<file path="config.mk">
export PLATFORM = sky130hd
export DESIGN_NAME = router_pkt_sink
export DESIGN_NICKNAME = d
export VERILOG_FILES = /design/src/rtl/router_pkt_sink.sv
export SDC_FILE = /design/constraint.sdc
export NUM_CORES = 1
export LEC_CHECK = 0
export CAP_MARGIN = 5
export CELL_PAD_IN_SITES_DETAIL_PLACEMENT = 1
export CELL_PAD_IN_SITES_GLOBAL_PLACEMENT = 2
export CORE_MARGIN = 5
export CORE_UTILIZATION = 35
export CTS_BUF_LIST = sky130_fd_sc_hd__clkbuf_8
export CTS_CLUSTER_DIAMETER = 120
export DETAILED_ROUTE_END_ITERATION = 8
export MAX_ROUTING_LAYER = met4
export PLACE_DENSITY = 0.86
export SETUP_SLACK_MARGIN = 0.2
export SYNTH_ARGS = -nofsm -noshare
export SYNTH_HDL_FRONTEND = slang
export SYNTH_SLANG_ARGS = --single-unit
</file>
<file path="constraint.sdc">
create_clock -name clk -period 4.5 [get_ports clk]
set_input_delay 0.45 -clock clk [delete_from_list [all_inputs] [get_ports clk]]
set_output_delay 0.45 -clock clk [all_outputs]
set_load 0.05 [all_outputs]
</file>
<file path="src/rtl/router_pkt_sink.sv">
`default_nettype none
// +----------------------------------------------------------------------+
// | router_pkt_sink: round-robin packet reader for a 3-channel router,   |
// | checks header address, parity and stalls.   Rev 1.0                  |
// +----------------------------------------------------------------------+
module router_pkt_sink #(
    parameter int TIMEOUT = 32
) (
    input  logic        clk,
    input  logic        rst,
    input  logic        vld_out_0,
    input  logic        vld_out_1,
    input  logic        vld_out_2,
    input  logic [7:0]  data_out_0,
    input  logic [7:0]  data_out_1,
    input  logic [7:0]  data_out_2,
    output logic        read_enb_0,
    output logic        read_enb_1,
    output logic        read_enb_2,
    output logic [7:0]  rx_data,
    output logic        rx_valid,
    output logic        pkt_done,
    output logic [1:0]  pkt_chan,
    output logic [5:0]  pkt_len,
    output logic        parity_err,
    output logic        addr_err,
    output logic        trunc_err,
    output logic [15:0] pkt_count,
    output logic [7:0]  err_count
);
    localparam int c_STALL_W = $clog2(TIMEOUT + 1);
    localparam logic [c_STALL_W-1:0] c_STALL_LAST = c_STALL_W'(TIMEOUT - 1);
    localparam logic [c_STALL_W-1:0] c_STALL_ONE  = c_STALL_W'(1);

    localparam logic [2:0] c_IDLE     = 3'd0;
    localparam logic [2:0] c_HDR_REQ  = 3'd1;
    localparam logic [2:0] c_HDR_WAIT = 3'd2;
    localparam logic [2:0] c_BODY     = 3'd3;
    localparam logic [2:0] c_DONE     = 3'd4;

    logic [2:0]           r_state, w_state_nxt;
    logic [1:0]           r_chan, r_rr_ptr;
    logic [5:0]           r_len;
    logic [6:0]           r_req_left, r_rcv_left;
    logic                 r_rd_pend, r_addr_bad;
    logic [7:0]           r_parity;
    logic [c_STALL_W-1:0] r_stall;

    logic [7:0]  r_rx_data;
    logic        r_rx_valid, r_pkt_done, r_parity_err, r_addr_err, r_trunc_err;
    logic [1:0]  r_pkt_chan;
    logic [5:0]  r_pkt_len;
    logic [15:0] r_pkt_count;
    logic [7:0]  r_err_count;

    logic [3:0]  w_vld;
    logic [7:0]  w_din;
    logic [1:0]  w_c1, w_c2, w_pick;
    logic        w_pick_ok, w_rd_en, w_stalling, w_abort;
    logic        w_last_byte, w_parity_bad, w_enter_done, w_good;

    assign w_vld = {1'b0, vld_out_2, vld_out_1, vld_out_0};

    always_comb begin
        w_din = data_out_0;
        case (r_chan)
            2'd1:    w_din = data_out_1;
            2'd2:    w_din = data_out_2;
            default: w_din = data_out_0;
        endcase
    end

    // Round-robin search order: rr_ptr, rr_ptr+1, rr_ptr+2 (mod 3)
    always_comb begin
        w_c1      = (r_rr_ptr == 2'd2) ? 2'd0 : r_rr_ptr + 2'd1;
        w_c2      = (r_rr_ptr == 2'd0) ? 2'd2 : r_rr_ptr - 2'd1;
        w_pick_ok = 1'b1;
        w_pick    = r_rr_ptr;
        if (w_vld[r_rr_ptr])  w_pick = r_rr_ptr;
        else if (w_vld[w_c1]) w_pick = w_c1;
        else if (w_vld[w_c2]) w_pick = w_c2;
        else                  w_pick_ok = 1'b0;
    end

    assign w_last_byte  = (r_state == c_BODY) && r_rd_pend && (r_rcv_left == 7'd1);
    assign w_parity_bad = ((r_parity ^ w_din) != 8'h00);

    always_comb begin
        w_state_nxt = r_state;
        w_rd_en     = 1'b0;
        w_stalling  = 1'b0;
        w_abort     = 1'b0;
        case (r_state)
            c_IDLE: begin
                if (w_pick_ok) w_state_nxt = c_HDR_REQ;
            end
            c_HDR_REQ: begin
                if (w_vld[r_chan]) begin
                    w_rd_en     = 1'b1;
                    w_state_nxt = c_HDR_WAIT;
                end else begin
                    w_stalling = 1'b1;
                    if (r_stall == c_STALL_LAST) begin
                        w_abort     = 1'b1;
                        w_state_nxt = c_DONE;
                    end
                end
            end
            c_HDR_WAIT: w_state_nxt = c_BODY;
            c_BODY: begin
                if (r_req_left != 7'd0) begin
                    if (w_vld[r_chan]) begin
                        w_rd_en = 1'b1;
                    end else begin
                        w_stalling = 1'b1;
                        if (r_stall == c_STALL_LAST) w_abort = 1'b1;
                    end
                end
                if (w_abort || w_last_byte) w_state_nxt = c_DONE;
            end
            c_DONE:  w_state_nxt = c_IDLE;
            default: w_state_nxt = c_IDLE;
        endcase
    end

    assign w_enter_done = (w_state_nxt == c_DONE) && (r_state != c_DONE);
    assign w_good       = !w_abort && !w_parity_bad && !r_addr_bad;

    always_ff @(posedge clk) begin
        if (!rst) begin
            r_state      <= c_IDLE;
            r_chan       <= 2'd0;
            r_rr_ptr     <= 2'd0;
            r_len        <= 6'd0;
            r_req_left   <= 7'd0;
            r_rcv_left   <= 7'd0;
            r_rd_pend    <= 1'b0;
            r_addr_bad   <= 1'b0;
            r_parity     <= 8'h00;
            r_stall      <= '0;
            r_rx_data    <= 8'h00;
            r_rx_valid   <= 1'b0;
            r_pkt_done   <= 1'b0;
            r_pkt_chan   <= 2'd0;
            r_pkt_len    <= 6'd0;
            r_parity_err <= 1'b0;
            r_addr_err   <= 1'b0;
            r_trunc_err  <= 1'b0;
            r_pkt_count  <= 16'd0;
            r_err_count  <= 8'd0;
        end else begin
            r_state    <= w_state_nxt;
            r_rd_pend  <= w_rd_en;
            r_rx_valid <= 1'b0;
            r_pkt_done <= 1'b0;
            r_stall    <= w_stalling ? r_stall + c_STALL_ONE : '0;

            case (r_state)
                c_IDLE: begin
                    if (w_pick_ok) begin
                        r_chan     <= w_pick;
                        r_len      <= 6'd0;
                        r_addr_bad <= 1'b0;
                    end
                end
                c_HDR_WAIT: begin
                    r_len      <= w_din[7:2];
                    r_req_left <= {1'b0, w_din[7:2]} + 7'd1;
                    r_rcv_left <= {1'b0, w_din[7:2]} + 7'd1;
                    r_parity   <= w_din;
                    r_addr_bad <= (w_din[1:0] != r_chan);
                end
                c_BODY: begin
                    if (w_rd_en) r_req_left <= r_req_left - 7'd1;
                    if (r_rd_pend) begin
                        r_parity   <= r_parity ^ w_din;
                        r_rcv_left <= r_rcv_left - 7'd1;
                        // The last byte of the packet is the parity byte, never forwarded
                        if (r_rcv_left > 7'd1) begin
                            r_rx_valid <= 1'b1;
                            r_rx_data  <= w_din;
                        end
                    end
                end
                c_DONE: r_rr_ptr <= (r_chan == 2'd2) ? 2'd0 : r_chan + 2'd1;
                default: ;
            endcase

            if (w_enter_done) begin
                r_pkt_done   <= 1'b1;
                r_pkt_chan   <= r_chan;
                r_pkt_len    <= r_len;
                r_parity_err <= !w_abort && w_parity_bad;
                r_addr_err   <= r_addr_bad;
                r_trunc_err  <= w_abort;
                if (w_good)                    r_pkt_count <= r_pkt_count + 16'd1;
                else if (r_err_count != 8'hFF) r_err_count <= r_err_count + 8'd1;
            end
        end
    end

    assign read_enb_0 = w_rd_en && (r_chan == 2'd0);
    assign read_enb_1 = w_rd_en && (r_chan == 2'd1);
    assign read_enb_2 = w_rd_en && (r_chan == 2'd2);
    assign rx_data    = r_rx_data;
    assign rx_valid   = r_rx_valid;
    assign pkt_done   = r_pkt_done;
    assign pkt_chan   = r_pkt_chan;
    assign pkt_len    = r_pkt_len;
    assign parity_err = r_parity_err;
    assign addr_err   = r_addr_err;
    assign trunc_err  = r_trunc_err;
    assign pkt_count  = r_pkt_count;
    assign err_count  = r_err_count;

endmodule
`default_nettype wire

</file>
==> impl_metrics.csv <==
group,metric,value,unit
place,post-dp-hpwl,11100,um
final_layout,dominant_cells,"logic gates",
clocking,cts.repair.resized,0,
timing,slew_headroom,0.245,
final_layout,logic_gates,460,
route,vias_per_cell,5.58,
final_layout,diodes,0,
place,portBuffers,76,
min_path,hp-start,"r_stall[0]",
power,power.density,345,nW/um^2
job,maxCapViolCount,0,
final_layout,nClkBuffers,9,
floorplan,dieHeight,127,um
final_layout,inverters,16,
timing,drv_slew,0,
final_layout,nFlopsAndLatches,88,
synthesis,yosys-stat-cells,593,
final_layout,layout_top_cell,"dfxtp_1",
clocking,cts.clk_slew.worst_paths,110,ps
place,postPlaceCellArea,5680,sq um
worst_setup_path,worst_ep_arrival_time,3950,ps
synthesis,yosysTopAreaCell,"dfxtp_1",
floorplan,fp.coreArea,13300,sq um
floorplan,fp_util,0.358,
run_status,status,"complete, no violations",
grt,gr-usage-all-layers,0.194,
final_layout,num-nonclk-buffers,83,
timing,setup_violations,0,
timing,hold_viol,0,
worst_setup_path,reg2reg_depth,8,
final_layout,layoutNonFillerInstCount,839,
synthesis,ys_seq_share,0.371,
floorplan,die_w,127,um
clocking,cts_root_buffer,"clkbuf_8",
synthesis,edf_count,0,
clocking,cts_tree,"done",
worst_setup_path,path_class,"flip-flop to flip-flop",
final_layout,clk_share,0.0320,
final_layout,ff_latch_area,1760,sq um
final_layout,drive_above_1_share,0.0498,
place,gp_congestion,0.839,
synthesis,synth.top_cell.area_share,0.371,
floorplan,num_io_pins,77,
synthesis,synthTopCellsByCount,"88 x dfxtp_1, 63 x nor2_1, 58 x a21oi_1, 53 x nand2_1, 39 x o21ai_0",
route,drtIter0Drc,279,
final_layout,comb_area,2810,sq um
synthesis,async_flop_share,0,
timing,rsz0062_at_grt,"no",
synthesis,ys_warn_count,0,
worst_setup_path,crit_required,4830,ps
route,vias,4681,
route,drc,0,
min_path,holdPathStages,1,
power,irDropWorstVdd,152,uV
final_layout,nFillCells,1588,
synthesis,synth_cells,593,
synthesis,most_common_cell,"dfxtp_1",
grt,grt_overflow,0,
==> per-stage QoR <==
step	power (mW)	util
4_1_cts	2.04	0.441
6_report	2.02	0.441
3_3_place_gp	1.46	0.427
3_5_place_dp	1.49	0.427
2_1_floorplan	1.27	-
5_1_grt	2.13	0.441
==> report_power, final <==
group          switching, mW  internal (mW)
sequential            0.0447          0.813
combinational          0.403          0.212
clock                  0.337          0.211
total                  0.785           1.24
==> worst max-delay path, stage by stage (launching register included) <==
cell      delay, ps
dfxtp_1         430
inv_1           170
ha_1            430
a22oi_1         400
mux2_2          390
nor4_2          360
o211ai_2        550
or4_1           680
a21oi_1         150
==> state kept, by name, indices dropped and copies added, names as in the netlist <==
| register | flops |
|---|---|
| r_state | 3 |
| pkt_count | 16 |
| pkt_done | 1 |
| r_parity | 8 |
| parity_err | 1 |
| r_rr_ptr | 2 |
| err_count | 8 |
| rx_data | 8 |
| pkt_len | 6 |
| r_chan | 2 |
| rx_valid | 1 |
| r_req_left | 7 |
| r_rcv_left | 7 |
| addr_err | 1 |
| r_rd_pend | 1 |
| pkt_chan | 2 |
| r_addr_bad | 1 |
| trunc_err | 1 |
| r_len | 6 |
| r_stall | 6 |
==> layer usage <==
layer / part of all wire / GRT usage
met5: 0 / -
met1: 0.47 / 0.242
met2: 0.48 / 0.319
met4: 0.021 / 0.0700
met3: 0.030 / 0.0298
==> cell families (layout without fill, tap and decap cells) <==
logic type	count (synthesis)	count (layout)	share of synthesized area
flops	88	88	0.371
fa+ha+maj	15	15	0.0395
simple gates	233	233	0.245
mux	19	19	0.0403
xor+xnor	26	26	0.0479
compound gates	167	167	0.218
buf+inv	45	115	0.0382
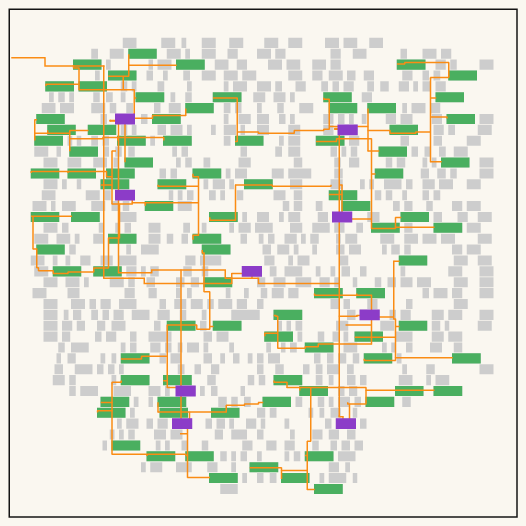
*Clock wires, drivers and flops*
Drawn at 4 px/um.
legend:
  flip-flops:
    color: green
    count: 88
  clock drivers:
    color: purple
    count: 9
  clock wires:
    color: orange
    length: 1320 um
routed clock nets: 10
flops lie: spread over the die
Clk pwr share: 0.271
Final Skew: 15.2 ps
Clk power: 0.549 mW
Worst-Skew Late Latency: 390 ps

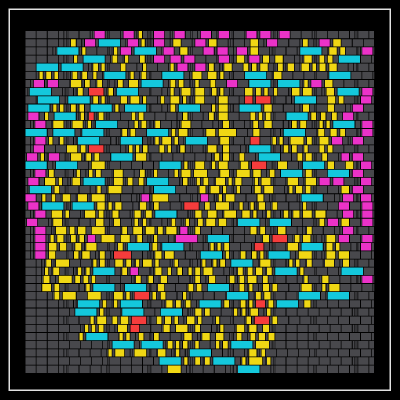
*Cell classes on the final placement*
Drawn at 3 px/um. Fill, decap, tap and diode cells in gray.
legend:
  clock drivers and dummy loads:
    color: red
    cells: 16
    share_of_their_area: 3.3%
  combinational and other logic:
    color: yellow
    cells: 476
    share_of_their_area: 51%
  sequential cells:
    color: cyan
    cells: 88
    share_of_their_area: 31%
  remaining buffers and delay cells:
    color: magenta
    cells: 83
    share_of_their_area: 15%
Final Cell Area: 5870 sq um
flop share of the area: 0.300
final core utilization: 0.441
Row Count: 42

Power figures rest on the tool's default switching activity, not on a simulated workload.
